==> config.mk <==
export PLATFORM = sky130hd
export DESIGN_NAME = load_store_unit
export DESIGN_NICKNAME = d
export VERILOG_FILES = /design/src/rtl/load_store_unit.sv
export SDC_FILE = /design/constraint.sdc
export NUM_CORES = 1
export LEC_CHECK = 0
export CAP_MARGIN = 30
export CORE_MARGIN = 2
export CORE_UTILIZATION = 25
export DETAILED_ROUTE_END_ITERATION = 6
export DONT_BUFFER_PORTS = 1
export GPL_ROUTABILITY_DRIVEN = 0
export SYNTH_ARGS = -nofsm -noshare
export SYNTH_HDL_FRONTEND = slang
export SYNTH_SLANG_ARGS = --single-unit
==> constraint.sdc <==
create_clock -name clk -period 5.25 [get_ports clk]
set_clock_uncertainty 0.1 [all_clocks]
set_input_delay 0.525 -clock clk [delete_from_list [all_inputs] [get_ports clk]]
set_output_delay 0.525 -clock clk [all_outputs]
set_load 0.05 [all_outputs]
==> src/rtl/load_store_unit.sv <==
// Load/store unit: runs one data-memory access per instruction over a
// req/gnt/rvalid bus. It aligns and extends load data, and flags
// misaligned, illegal or timed-out accesses.
// Ports:
//   clk, reset          clock, async active-high reset
//   req_*               memory instruction from execute (held until done)
//   busy                combinational stall to the core
//   done                one-cycle completion pulse
//   misaligned/bus_err  status, valid with done
//   load_data           extended load result, held until the next load done
//   mem_*               data bus master side
module load_store_unit #(
  parameter int unsigned TIMEOUT_CYCLES = 255
) (
  input  logic        clk,
  input  logic        reset,
  input  logic        req_valid,
  input  logic        req_we,
  input  logic [2:0]  req_funct3,
  input  logic [31:0] req_addr,
  input  logic [31:0] req_wdata,
  output logic        busy,
  output logic        done,
  output logic [31:0] load_data,
  output logic        misaligned,
  output logic        bus_err,
  output logic        mem_req,
  output logic        mem_we,
  output logic [31:0] mem_addr,
  output logic [3:0]  mem_be,
  output logic [31:0] mem_wdata,
  input  logic        mem_gnt,
  input  logic        mem_rvalid,
  input  logic [31:0] mem_rdata
);

  localparam int unsigned CNT_W = $clog2(TIMEOUT_CYCLES + 1);

  typedef enum logic [1:0] {IDLE, REQ, WAIT, DONE} state_t;

  state_t             state, state_d;
  logic [CNT_W-1:0]   cnt, cnt_d;
  logic [2:0]         f3_q, f3_d;
  logic [1:0]         lane_q, lane_d;
  logic               mem_req_d, mem_we_d, done_d, mis_d, err_d;
  logic [31:0]        mem_addr_d, mem_wdata_d, load_data_d;
  logic [3:0]         mem_be_d;
  logic               illegal_c, misal_c, tmo_c;
  logic [3:0]         be_c;
  logic [31:0]        wdata_c, rdata_ext_c;
  logic [7:0]         byte_c;
  logic [15:0]        half_c;

  assign busy = req_valid & ~done;

  // Request decode: legality, alignment, byte enables, lane replication
  always_comb begin
    illegal_c = req_we ? (req_funct3 >= 3'd3)
                       : ((req_funct3 == 3'b011) || (req_funct3[2:1] == 2'b11));
    misal_c   = ((req_funct3[1:0] == 2'b01) && req_addr[0]) ||
                ((req_funct3[1:0] == 2'b10) && (req_addr[1:0] != 2'b00));
    case (req_funct3[1:0])
      2'b00:   begin
        be_c    = 4'b0001 << req_addr[1:0];
        wdata_c = {4{req_wdata[7:0]}};
      end
      2'b01:   begin
        be_c    = req_addr[1] ? 4'b1100 : 4'b0011;
        wdata_c = {2{req_wdata[15:0]}};
      end
      default: begin
        be_c    = 4'b1111;
        wdata_c = req_wdata;
      end
    endcase
  end

  // Load extraction from the captured lane and funct3
  always_comb begin
    byte_c = mem_rdata[{lane_q, 3'b000} +: 8];
    half_c = lane_q[1] ? mem_rdata[31:16] : mem_rdata[15:0];
    case (f3_q)
      3'b000:  rdata_ext_c = {{24{byte_c[7]}}, byte_c};
      3'b001:  rdata_ext_c = {{16{half_c[15]}}, half_c};
      3'b100:  rdata_ext_c = {24'd0, byte_c};
      3'b101:  rdata_ext_c = {16'd0, half_c};
      default: rdata_ext_c = mem_rdata;
    endcase
  end

  // The last waiting cycle in REQ or WAIT before giving up
  assign tmo_c = (cnt == CNT_W'(TIMEOUT_CYCLES - 1));

  // Next state and next registered outputs
  always_comb begin
    state_d     = state;
    cnt_d       = cnt;
    f3_d        = f3_q;
    lane_d      = lane_q;
    mem_req_d   = 1'b0;
    mem_we_d    = mem_we;
    mem_addr_d  = mem_addr;
    mem_be_d    = mem_be;
    mem_wdata_d = mem_wdata;
    load_data_d = load_data;
    done_d      = 1'b0;
    mis_d       = 1'b0;
    err_d       = 1'b0;
    case (state)
      IDLE: begin
        if (req_valid) begin
          if (illegal_c || misal_c) begin
            state_d     = DONE;
            done_d      = 1'b1;
            err_d       = illegal_c;
            mis_d       = ~illegal_c;
            load_data_d = 32'd0;
          end else begin
            state_d     = REQ;
            mem_req_d   = 1'b1;
            cnt_d       = '0;
            f3_d        = req_funct3;
            lane_d      = req_addr[1:0];
            mem_we_d    = req_we;
            mem_addr_d  = {req_addr[31:2], 2'b00};
            mem_be_d    = be_c;
            mem_wdata_d = wdata_c;
          end
        end
      end
      REQ: begin
        if (mem_gnt) begin
          if (mem_we) begin
            state_d = DONE;
            done_d  = 1'b1;
          end else begin
            state_d = WAIT;
            cnt_d   = '0;
          end
        end else if (tmo_c) begin
          state_d = DONE;
          done_d  = 1'b1;
          err_d   = 1'b1;
        end else begin
          mem_req_d = 1'b1;
          cnt_d     = cnt + CNT_W'(1);
        end
      end
      WAIT: begin
        if (mem_rvalid) begin
          state_d     = DONE;
          done_d      = 1'b1;
          load_data_d = rdata_ext_c;
        end else if (tmo_c) begin
          state_d = DONE;
          done_d  = 1'b1;
          err_d   = 1'b1;
        end else begin
          cnt_d = cnt + CNT_W'(1);
        end
      end
      DONE:    state_d = IDLE;
      default: state_d = IDLE;
    endcase
  end

  // State and output registers
  always_ff @(posedge clk or posedge reset) begin
    if (reset) begin
      state      <= IDLE;
      cnt        <= '0;
      f3_q       <= 3'd0;
      lane_q     <= 2'd0;
      mem_req    <= 1'b0;
      mem_we     <= 1'b0;
      mem_addr   <= 32'd0;
      mem_be     <= 4'd0;
      mem_wdata  <= 32'd0;
      load_data  <= 32'd0;
      done       <= 1'b0;
      misaligned <= 1'b0;
      bus_err    <= 1'b0;
    end else begin
      state      <= state_d;
      cnt        <= cnt_d;
      f3_q       <= f3_d;
      lane_q     <= lane_d;
      mem_req    <= mem_req_d;
      mem_we     <= mem_we_d;
      mem_addr   <= mem_addr_d;
      mem_be     <= mem_be_d;
      mem_wdata  <= mem_wdata_d;
      load_data  <= load_data_d;
      done       <= done_d;
      misaligned <= mis_d;
      bus_err    <= err_d;
    end
  end

endmodule

**The metal 3 layer**

(2 px per um)
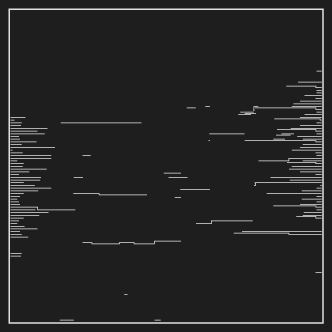
main direction: horizontal
nets with wire on the layer: 113
longest straight run: 40.0 um
Routed WL: 16100 um
via count: 3992
met3 Track Usage GR: 0.0519

**Metal 2**

(2 px per um)
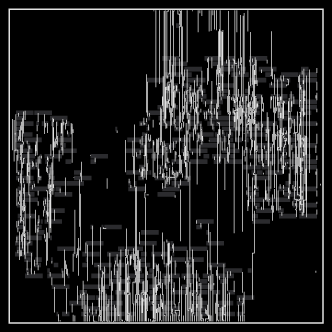
main direction: vertical
wire length on this layer: 7760 um
nets with wire on the layer: 514
longest straight run: 70.7 um
share of all routed wire: 48%
GR Util met2: 0.214

**Routing congestion map**

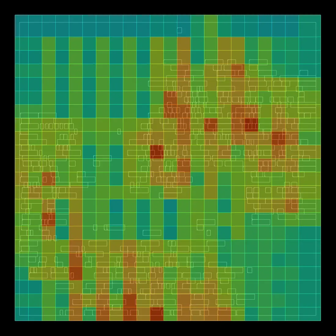
grt peak-use layer: met2
routed length per instance: 19.9 um
Post-Route Utilization: 0.294
GRT Overall Usage: 0.132
GR Util met1: 0.162

==> qor.yml <==
floorplan:
  tap-cell-count: 285
  core_um2: 22600
  rows: 55
  dieArea_um2: 24400
pwr:
  power.switching_mw: 2.75
  pg_comb_mw: 1.11
  p_leak_nw: 2.97
  peakVddDrop_uv: 320
grt:
  grt_overflow: 0
  grt_max_degree: 97
outcome:
  status: "finished, final reports clean"
synthesis:
  ys_cells: 515
  synth_top_cell_by_area: "dfrtp_1"
  syn-cell-area_um2: 5780
  ys_area_um2: 5780
  ys_sh_mux: 0.169
  synthTopCellsByArea: "dfrtp_1 51%, mux2i_1 6.4%, mux2_1 5.6%"
  seq_area_frac_synth: 0.511
  synthCells: 515
  postSynthAreaPerCell_um2: 11.2
  synth_top_cell_by_count: "dfrtp_1"
critical_path:
  r2r_cells: 4
  critPathMaxFanout: 20
  start_kind: "flop"
  crit_type: "reg2reg"
route:
  avgViaCountPerCell: 4.95
  ant_nets: 0
  highest_layer: "met4"
  met2_length_um: 7760
  remaining_drc_errors: 0
  first_pass_iters: 4
layout:
  largest_cell_class: "sequential cells"
  layout.nets: 619
  drive_gt1_frac: 0.138
  logic_gate_count: 349
  nFillCells: 2314
  inverters: 14
  final-comb-area_um2: 2610
  final_cell_mix: "118 x dfrtp_1, 50 x o21ai_0, 42 x nand2_1"
  flops: 118
clock_tree:
  clock_sinks: 118
  cts-root-buf: "clkbuf_16"
  cts_resized: 0
placed_design:
  pre_cts_ws_ps: 2540
  hpwl_um: 11600
final_timing:
  slew_violations: 0
  tns_ps: 0
run:
  tool_warnings: 30
**Selected gate families**

(3 px per um)
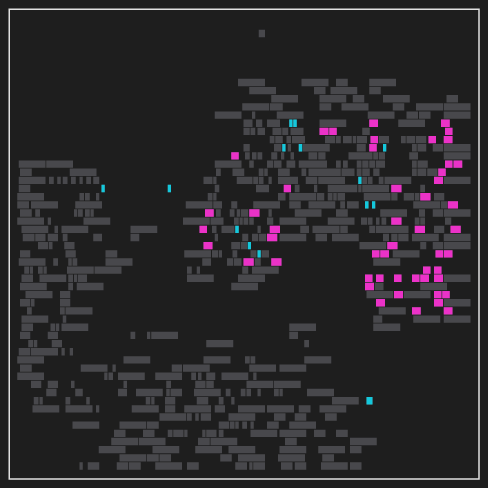
| family | color | cells | most used |
|---|---|---|---|
| inv cells | cyan | 14 | inv_1 |
| non-inverting ao/oa cells | magenta | 50 | a21o_1 |
most frequent logic cell in the layout: dfrtp_1
final std cells w/o fill: 807
Comb area share: 0.392

**Drive-strength map**

(3 px per um)
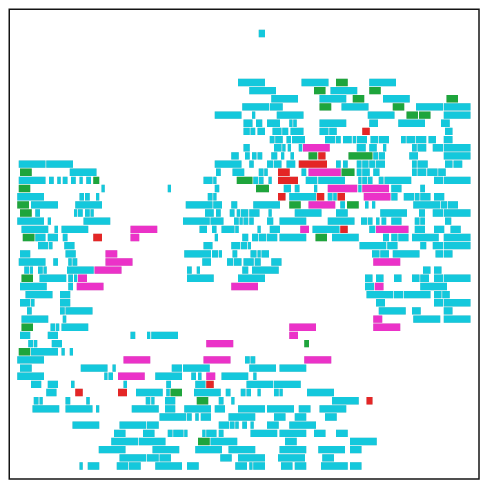
| size | color | cells | most used |
|---|---|---|---|
| x6 and larger | magenta | 28 | clkbuf_16 |
| x2 | green | 30 | mux2_2 |
| x1 and smaller | cyan | 449 | dfrtp_1 |
| x3 and x4 | red | 14 | buf_4 |
Area Overhead vs Synth: 15.0%
fin area: 6650 um^2
worst setup margin: 2500 ps
Buffers excl. clock: 8

## registers in the layout (all words and copies together), names as in the netlist, 2 cells and up
name,flops
lane_q,2
mem_addr,30
state,2
cnt,8
f3_q,3
mem_wdata,32
mem_be,4
load_data,32
## per-stage QoR
stage | power, mW | hold slack, ps | util | area [um^2]
after detailed placement | 4.11 | 435 | 0.266 | 6020
after global placement | 4.08 | 424 | 0.266 | 6020
final | 5.26 | 48.4 | 0.294 | 6650
after CTS | 5.32 | 90.7 | 0.292 | 6620
after floorplan | 3.78 | 388 | - | 5790
after global routing | 5.53 | 113 | 0.293 | 6640
## worst max-delay path: stages, from the launching register on
cell and delay, ps:
dfrtp_1 940, mux4_2 650, a31oi_1 460, o21ai_0 210, a32o_1 280
Power figures rest on the tool's default switching activity, not on a simulated workload.
